### Signal wires on met3, run 1

Scale: 1 px per um. Cells faint in the background.
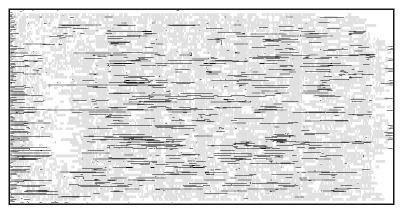
### Signal wires on met1, run 1

Scale: 1 px per um. Cells faint in the background.
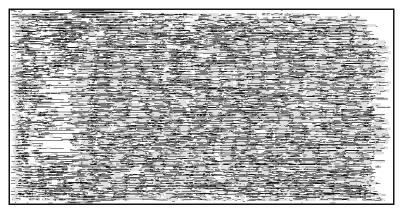
### Metal 2, run 1

Scale: 1.5 px per um.
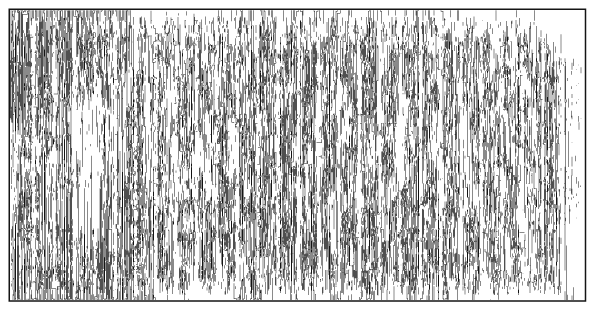
--- src/rtl/can_pkg.sv ---
// ---------------------------------------------------------------------------
// can_pkg
// Types and constants shared by the CAN receive acceptance/buffering path.
//   CAN_ID_W / CAN_DATA_W : widths of the identifier and payload fields
//   FILT_IDX_W            : width of the accepting-filter index
//   can_frame_t           : one buffered frame {id, data, filt_idx}
//   AF_ACCEPT_ALL_BIT     : af_ctrl bit that bypasses all filters
//   AF_EN_LSB             : af_ctrl bit of filter slot 0 enable
// ---------------------------------------------------------------------------
package can_pkg;

    localparam int CAN_ID_W          = 32;
    localparam int CAN_DATA_W        = 64;
    localparam int FILT_IDX_W        = 3;
    localparam int AF_ACCEPT_ALL_BIT = 31;
    localparam int AF_EN_LSB         = 0;

    typedef struct packed {
        logic [CAN_ID_W-1:0]   id;
        logic [CAN_DATA_W-1:0] data;
        logic [FILT_IDX_W-1:0] filt_idx;
    } can_frame_t;

endpackage

--- src/rtl/can_rx_frame_fifo.sv ---
// ---------------------------------------------------------------------------
// can_rx_frame_fifo
// First-word-fall-through FIFO of can_frame_t with synchronous flush.
//   clk_can    : clock
//   rst_n      : asynchronous active-low reset (empties the FIFO, head = 0)
//   flush      : synchronous clear; overrides push and pop in that cycle
//   push       : write push_frame (dropped when full unless popping)
//   push_frame : frame to write
//   pop        : advance the head (ignored when empty)
//   head_frame : current head entry, registered
//   level      : entry count (wr_ptr - rd_ptr)
//   full/empty : occupancy flags
// ---------------------------------------------------------------------------
module can_rx_frame_fifo
    import can_pkg::*;
#(
    parameter int FIFO_DEPTH = 8,
    localparam int AW        = $clog2(FIFO_DEPTH)
) (
    input  logic       clk_can,
    input  logic       rst_n,
    input  logic       flush,
    input  logic       push,
    input  can_frame_t push_frame,
    input  logic       pop,
    output can_frame_t head_frame,
    output logic [AW:0] level,
    output logic       full,
    output logic       empty
);

    can_frame_t  mem [0:FIFO_DEPTH-1];
    logic [AW:0] wr_ptr_reg, wr_ptr_next;
    logic [AW:0] rd_ptr_reg, rd_ptr_next;
    can_frame_t  head_reg, head_next;
    logic        push_en, pop_en;

    // Pointers carry one extra bit so full and empty are distinguishable.
    assign level   = wr_ptr_reg - rd_ptr_reg;
    assign empty   = (wr_ptr_reg == rd_ptr_reg);
    assign full    = (level == (AW+1)'(FIFO_DEPTH));
    assign pop_en  = pop & ~empty & ~flush;
    assign push_en = push & (~full | pop_en) & ~flush;

    always_comb begin
        wr_ptr_next = wr_ptr_reg;
        rd_ptr_next = rd_ptr_reg;
        head_next   = head_reg;
        if (flush) begin
            wr_ptr_next = '0;
            rd_ptr_next = '0;
        end else begin
            if (push_en) wr_ptr_next = wr_ptr_reg + 1'b1;
            if (pop_en)  rd_ptr_next = rd_ptr_reg + 1'b1;
            // The head register is loaded from the address the read pointer
            // will hold after this edge. When that slot is the one being
            // written right now, take the incoming frame directly.
            if (wr_ptr_next != rd_ptr_next) begin
                if (push_en && (rd_ptr_next == wr_ptr_reg))
                    head_next = push_frame;
                else
                    head_next = mem[rd_ptr_next[AW-1:0]];
            end
        end
    end

    // Storage array has no reset so it maps onto RAM.
    always_ff @(posedge clk_can) begin
        if (push_en)
            mem[wr_ptr_reg[AW-1:0]] <= push_frame;
    end

    always_ff @(posedge clk_can or negedge rst_n) begin
        if (!rst_n) begin
            wr_ptr_reg <= '0;
            rd_ptr_reg <= '0;
            head_reg   <= '0;
        end else begin
            wr_ptr_reg <= wr_ptr_next;
            rd_ptr_reg <= rd_ptr_next;
            head_reg   <= head_next;
        end
    end

    assign head_frame = head_reg;

endmodule

--- src/rtl/can_rx_accept_fifo.sv ---
// ---------------------------------------------------------------------------
// can_rx_accept_fifo
// ID acceptance filter + frame FIFO between the CAN receive handler and the
// register front-end.
//   clk_can, rst_n         : clock, asynchronous active-low reset
//   af_ctrl                : [NUM_FILT-1:0] slot enables, [31] accept_all
//   filt_code / filt_mask  : per-slot code and mask (mask 1 = bit compared)
//   in_id/in_data/in_valid : received frame strobe
//   out_id/out_data/out_filt_idx/out_valid/out_ack : head frame, pop handshake
//   fifo_level             : entries buffered
//   overflow / ovf_clr     : sticky drop flag and its clear
//   rej_count              : saturating rejected-frame count
//   flush                  : synchronous pipeline and FIFO clear
// ---------------------------------------------------------------------------
module can_rx_accept_fifo
    import can_pkg::*;
#(
    parameter int FIFO_DEPTH = 8,
    parameter int NUM_FILT   = 4,
    parameter int ID_W       = CAN_ID_W,
    parameter int DATA_W     = CAN_DATA_W
) (
    input  logic                         clk_can,
    input  logic                         rst_n,
    input  logic [31:0]                  af_ctrl,
    input  logic [NUM_FILT*ID_W-1:0]     filt_code,
    input  logic [NUM_FILT*ID_W-1:0]     filt_mask,
    input  logic [ID_W-1:0]              in_id,
    input  logic [DATA_W-1:0]            in_data,
    input  logic                         in_valid,
    output logic [ID_W-1:0]              out_id,
    output logic [DATA_W-1:0]            out_data,
    output logic [2:0]                   out_filt_idx,
    output logic                         out_valid,
    input  logic                         out_ack,
    output logic [$clog2(FIFO_DEPTH):0]  fifo_level,
    output logic                         overflow,
    input  logic                         ovf_clr,
    output logic [15:0]                  rej_count,
    input  logic                         flush
);

    logic [NUM_FILT-1:0] hit;
    logic [2:0]          win_idx;
    logic                accept;
    logic                s1_valid_reg, s1_valid_next;
    can_frame_t          s1_frame_reg, s1_frame_next;
    logic [15:0]         rej_count_reg, rej_count_next;
    logic                overflow_reg, overflow_next;
    logic                fifo_full, fifo_empty, ovf_set;
    can_frame_t          head_frame;
    logic                unused_af;

    // Bits of af_ctrl between the enables and accept_all carry no meaning.
    assign unused_af = ^af_ctrl;

    genvar gi;
    generate
        for (gi = 0; gi < NUM_FILT; gi++) begin : g_filt
            assign hit[gi] = af_ctrl[AF_EN_LSB + gi] &
                (((in_id ^ filt_code[gi*ID_W +: ID_W]) & filt_mask[gi*ID_W +: ID_W]) == '0);
        end
    endgenerate

    // Scan high-to-low so the lowest hitting slot is the last assignment.
    always_comb begin
        win_idx = '0;
        for (int i = NUM_FILT - 1; i >= 0; i--) begin
            if (hit[i]) win_idx = 3'(i);
        end
    end

    assign accept = af_ctrl[AF_ACCEPT_ALL_BIT] | (|hit);

    always_comb begin
        s1_valid_next          = flush ? 1'b0 : (in_valid & accept);
        s1_frame_next          = '0;
        s1_frame_next.id       = CAN_ID_W'(in_id);
        s1_frame_next.data     = CAN_DATA_W'(in_data);
        s1_frame_next.filt_idx = win_idx;

        rej_count_next = rej_count_reg;
        if (in_valid && !accept && (rej_count_reg != 16'hFFFF))
            rej_count_next = rej_count_reg + 16'd1;

        // Dropping needs a full FIFO and no pop; a full FIFO is never empty,
        // so out_ack alone marks an effective pop here.
        ovf_set       = s1_valid_reg & fifo_full & ~out_ack & ~flush;
        overflow_next = ovf_set ? 1'b1 : (ovf_clr ? 1'b0 : overflow_reg);
    end

    always_ff @(posedge clk_can or negedge rst_n) begin
        if (!rst_n) begin
            s1_valid_reg  <= 1'b0;
            s1_frame_reg  <= '0;
            rej_count_reg <= '0;
            overflow_reg  <= 1'b0;
        end else begin
            s1_valid_reg  <= s1_valid_next;
            s1_frame_reg  <= s1_frame_next;
            rej_count_reg <= rej_count_next;
            overflow_reg  <= overflow_next;
        end
    end

    can_rx_frame_fifo #(
        .FIFO_DEPTH (FIFO_DEPTH)
    ) u_fifo (
        .clk_can    (clk_can),
        .rst_n      (rst_n),
        .flush      (flush),
        .push       (s1_valid_reg),
        .push_frame (s1_frame_reg),
        .pop        (out_ack),
        .head_frame (head_frame),
        .level      (fifo_level),
        .full       (fifo_full),
        .empty      (fifo_empty)
    );

    assign out_valid    = ~fifo_empty;
    assign out_id       = ID_W'(head_frame.id);
    assign out_data     = DATA_W'(head_frame.data);
    assign out_filt_idx = head_frame.filt_idx;
    assign overflow     = overflow_reg;
    assign rej_count    = rej_count_reg;

endmodule
--- config.mk ---
export PLATFORM = sky130hd
export DESIGN_NAME = can_rx_accept_fifo
export DESIGN_NICKNAME = d
export VERILOG_FILES = /design/src/rtl/can_pkg.sv /design/src/rtl/can_rx_frame_fifo.sv /design/src/rtl/can_rx_accept_fifo.sv
export SDC_FILE = /design/constraint.sdc
export NUM_CORES = 1
export LEC_CHECK = 0
export ABC_AREA = 1
export CORE_ASPECT_RATIO = 0.5
export CORE_MARGIN = 2
export CORE_UTILIZATION = 60
export CTS_CLUSTER_SIZE = 20
export DETAILED_ROUTE_END_ITERATION = 6
export PLACE_DENSITY_LB_ADDON = 0.12
export SETUP_SLACK_MARGIN = 0.5
export SLEW_MARGIN = 20
export SYNTH_ARGS = -nofsm -noshare
export SYNTH_HDL_FRONTEND = slang
export SYNTH_SLANG_ARGS = --single-unit
--- constraint.sdc ---
create_clock -name clk_can -period 9.2 [get_ports clk_can]
set_input_delay 1.38 -clock clk_can [delete_from_list [all_inputs] [get_ports clk_can]]
set_output_delay 1.38 -clock clk_can [all_outputs]
set_load 0.03 [all_outputs]
==> impl_metrics.ini, run 1 <==
; implementation run metrics
[layout]
n_all_buffers = 523
dominant_cells = flip-flops and latches
syn_to_final_growth_pct = 19.2
clock_buffer_count = 116
clock_area_share_pct = 5.57
layout_top_cell = nand3_1
final_core_util_pct = 72.3
nonClkBufAreaFrac_pct = 10.1

[grt]
gr-usage-met1_pct = 42.3
grt_max_degree = 184
grt_pass1_wl_mm = 185
antenna_found_initial = 23
busiest_layer = met2

[routing]
highest-signal-layer = met4
drt_iter0_drc = 3882
postRouteAntennaNets = 0
drt_wl_total_mm = 122
via_per_inst = 5.99
vias = 32912

[timing]
fin_ws_ps = 2820
whs_ps = 468
finalSetupViolCount = 0
relSlewSlack_pct = 23.3
worstMarginPinSlew_ps = 1150
final.setup.tns_ps = 0
slew_violations = 0
fin_crit_sh_pct = 69.3

[yosys]
synth.largest_area_cell = edfxtp_1
syn_area_per_cell_um2 = 10.5
xor_area_share_pct = 0.691
yosysWarnings = 0
fp_nets = 4495
ys_sh_mux_pct = 0
yosysCellCount = 4098
adder_share_pct = 0.221
synthAoiAreaFrac_pct = 0.679
ys_ff = 1006

[pwr]
power_density_mw_per_mm2 = 239
peakVddDrop_v = 0.000180
pwr-share-clk_pct = 30.2
total_power_mw = 12.3
comb-power_mw = 3.23
p_leak_nw = 20.2
p_comb_share_pct = 26.3
p_switching_mw = 3.96

[outcome]
status = complete, no violations

[setup_path]
cp_common_cell = nand2_1
crit_chain = clkdlybuf4s50_1 > nor2_2 > nand3_4 > nand2_8 > buf_4 > buf_4 > nand2_1 > nand3_1 > nand3_1 > nand2_1 > nand2_1 > nand2_1 > nand3_1 > nand2_1
crit_path_end = u_fifo.head_frame[78]
critical_path.endpoint_type = flip-flop
cp.arrival_ps = 6960

[floorplanning]
ios = 511
die-area_mm2 = 0.0742
coreArea_mm2 = 0.0711
die-height_um = 194
die_w_um = 383
fp_util_pct = 60.7
rows = 69

[min_path]
worstHoldEndpoint = u_fifo.head_frame[93]
whs_path_depth = 2

[clocking]
cts_resized = 0
cts.clk_slew.worst_paths_ps = 60
hold_buffers = 0
cts.path.max_buffers = 3
cts_setup_buffers = 0
clock_latency_ps = 660

[placement]
pre_cts_slack_ps = 2240
-- 'Signal wires on met3' (at the start) --
share of all routed wire = 8.5%
longest straight run = 116 um
main direction = horizontal

-- 'Signal wires on met1' (at the start) --
wire length on this layer = 45.8 mm
nets with wire on the layer = 4352

-- 'Metal 2' (at the start) --
longest straight run = 101 um
nets with wire on the layer = 3678

### Routing congestion map, run 1

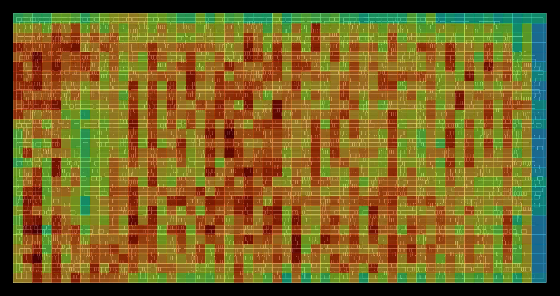

==> run 2: changes to the inputs <==
--- a/config.mk
+++ b/config.mk
@@ -8,7 +8,7 @@
 export ABC_AREA = 1
 export CORE_ASPECT_RATIO = 0.5
 export CORE_MARGIN = 2
-export CORE_UTILIZATION = 60
+export CORE_UTILIZATION = 56
 export CTS_CLUSTER_SIZE = 20
 export DETAILED_ROUTE_END_ITERATION = 6
 export PLACE_DENSITY_LB_ADDON = 0.12
==> constraint.sdc (replaced) <==
create_clock -name clk_can -period 6.67 [get_ports clk_can]
set_input_delay 1.0005 -clock clk_can [delete_from_list [all_inputs] [get_ports clk_can]]
set_output_delay 1.0005 -clock clk_can [all_outputs]
set_load 0.03 [all_outputs]
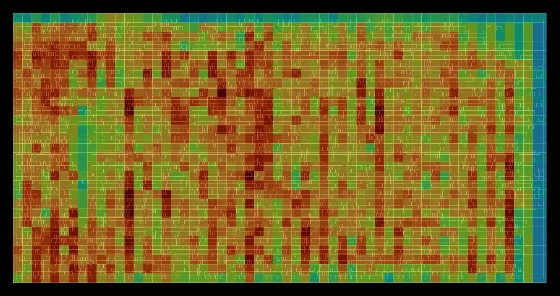
*Routing congestion map, run 2*
GR met3 Demand/Resource: 4.40%
gr usage total: 31.1%
met1 track demand over resource: 41.0%
WL/cell: 22.6 um
grt peak-use layer: met2

==> run 2 against run 1 <==
Clock power is 39% higher. Sequential cell count stayed put. Combinational power is 39% higher. Register-to-register slack worse by 1500 ps. Cell area is 0.72% higher. First-iteration DRC count is 2.1% lower. Synthesized area stayed put. Worst hold slack worse by 84 ps. Largest cell class unchanged. Largest power group unchanged.
==> impl_metrics.ini, run 2 <==
; implementation run metrics
[placement]
globalplace.congestion = 0.922
numPlacedInstances = 5392
place_area_mm2 = 0.0488
pre_cts_slack_ps = 1240
port-buffer-count = 482

[routing]
postRouteAntennaNets = 0
via_per_inst = 5.93
wl_met3_mm = 10.5
vias = 33089
drt_iter0_drc = 3799
highest-signal-layer = met4
drt_wl_total_mm = 126
dr.pass1.iters = 6

[timing]
finalSetupViolCount = 0
slew_violations = 0
final.setup.tns_ps = 0
relSlewSlack_pct = 24.9
fin_crit_sh_pct = 71.7
whs_ps = 384
worstMarginPinSlew_ps = 1130
fin_ws_ps = 1890

[yosys]
enable_flop_cells = 784
yosysCellCount = 4098
synthAoiAreaFrac_pct = 0.679
synth-async-reset-ratio_pct = 22.1
yosysWarnings = 0
ys_ff = 1006
fp_nets = 4495
ys_sh_mux_pct = 0
xor_area_share_pct = 0.691
synth.largest_area_cell = edfxtp_1
syn_area_per_cell_um2 = 10.5
adder_share_pct = 0.221

[pwr]
p_switching_mw = 5.49
comb-power_mw = 4.48
p_leak_nw = 20.3
peakVddDrop_v = 0.000226
total_power_mw = 17.0
pg_clk_mw = 5.13
pwr-share-clk_pct = 30.2
power_density_mw_per_mm2 = 328
p_comb_share_pct = 26.4

[floorplanning]
coreArea_mm2 = 0.0757
ios = 511
fp_util_pct = 57.0
die_w_um = 396
die-area_mm2 = 0.0794
die-height_um = 200
rows = 71

[setup_path]
startpoint = flush
cp.arrival_ps = 5350
critical_path.endpoint_type = flip-flop
crit_path_end = u_fifo.head_frame[38]
crit_chain = clkdlybuf4s50_1 > buf_4 > nor2_2 > nand2_4 > nand2_8 > nand2_8 > nand2_1 > nand2_2 > nor2_4 > buf_4 > buf_4 > nand3_1 > nand2_1 > nand3_1 > nand2_1

[layout]
largest_reg_flops = 784
dominant_cells = flip-flops and latches
comb_cells = 2727
layout_top_cells = nand3_1 (1286), nand2_1 (1150), edfxtp_1 (784)
syn_to_final_growth_pct = 20.0
nonClkBufAreaFrac_pct = 10.5
clock_area_share_pct = 5.57
final_core_util_pct = 68.4
seq_share_pct = 56.2
ff_count = 1006
n_all_buffers = 538
clock_buffer_count = 129
layout_top_cell = nand3_1

[clocking]
cts.clk_slew.worst_paths_ps = 70
hold_buffers = 0
cts_tree = yes
cts.path.max_buffers = 3
cts_setup_buffers = 0
clock_latency_ps = 640
cts_resized = 0

[run]
warning_count = 67

[grt]
antenna_found_initial = 24
grt_max_degree = 221
grt_pass1_wl_mm = 190

[outcome]
status = complete, no violations
Power is estimated from default activity; no workload was simulated.
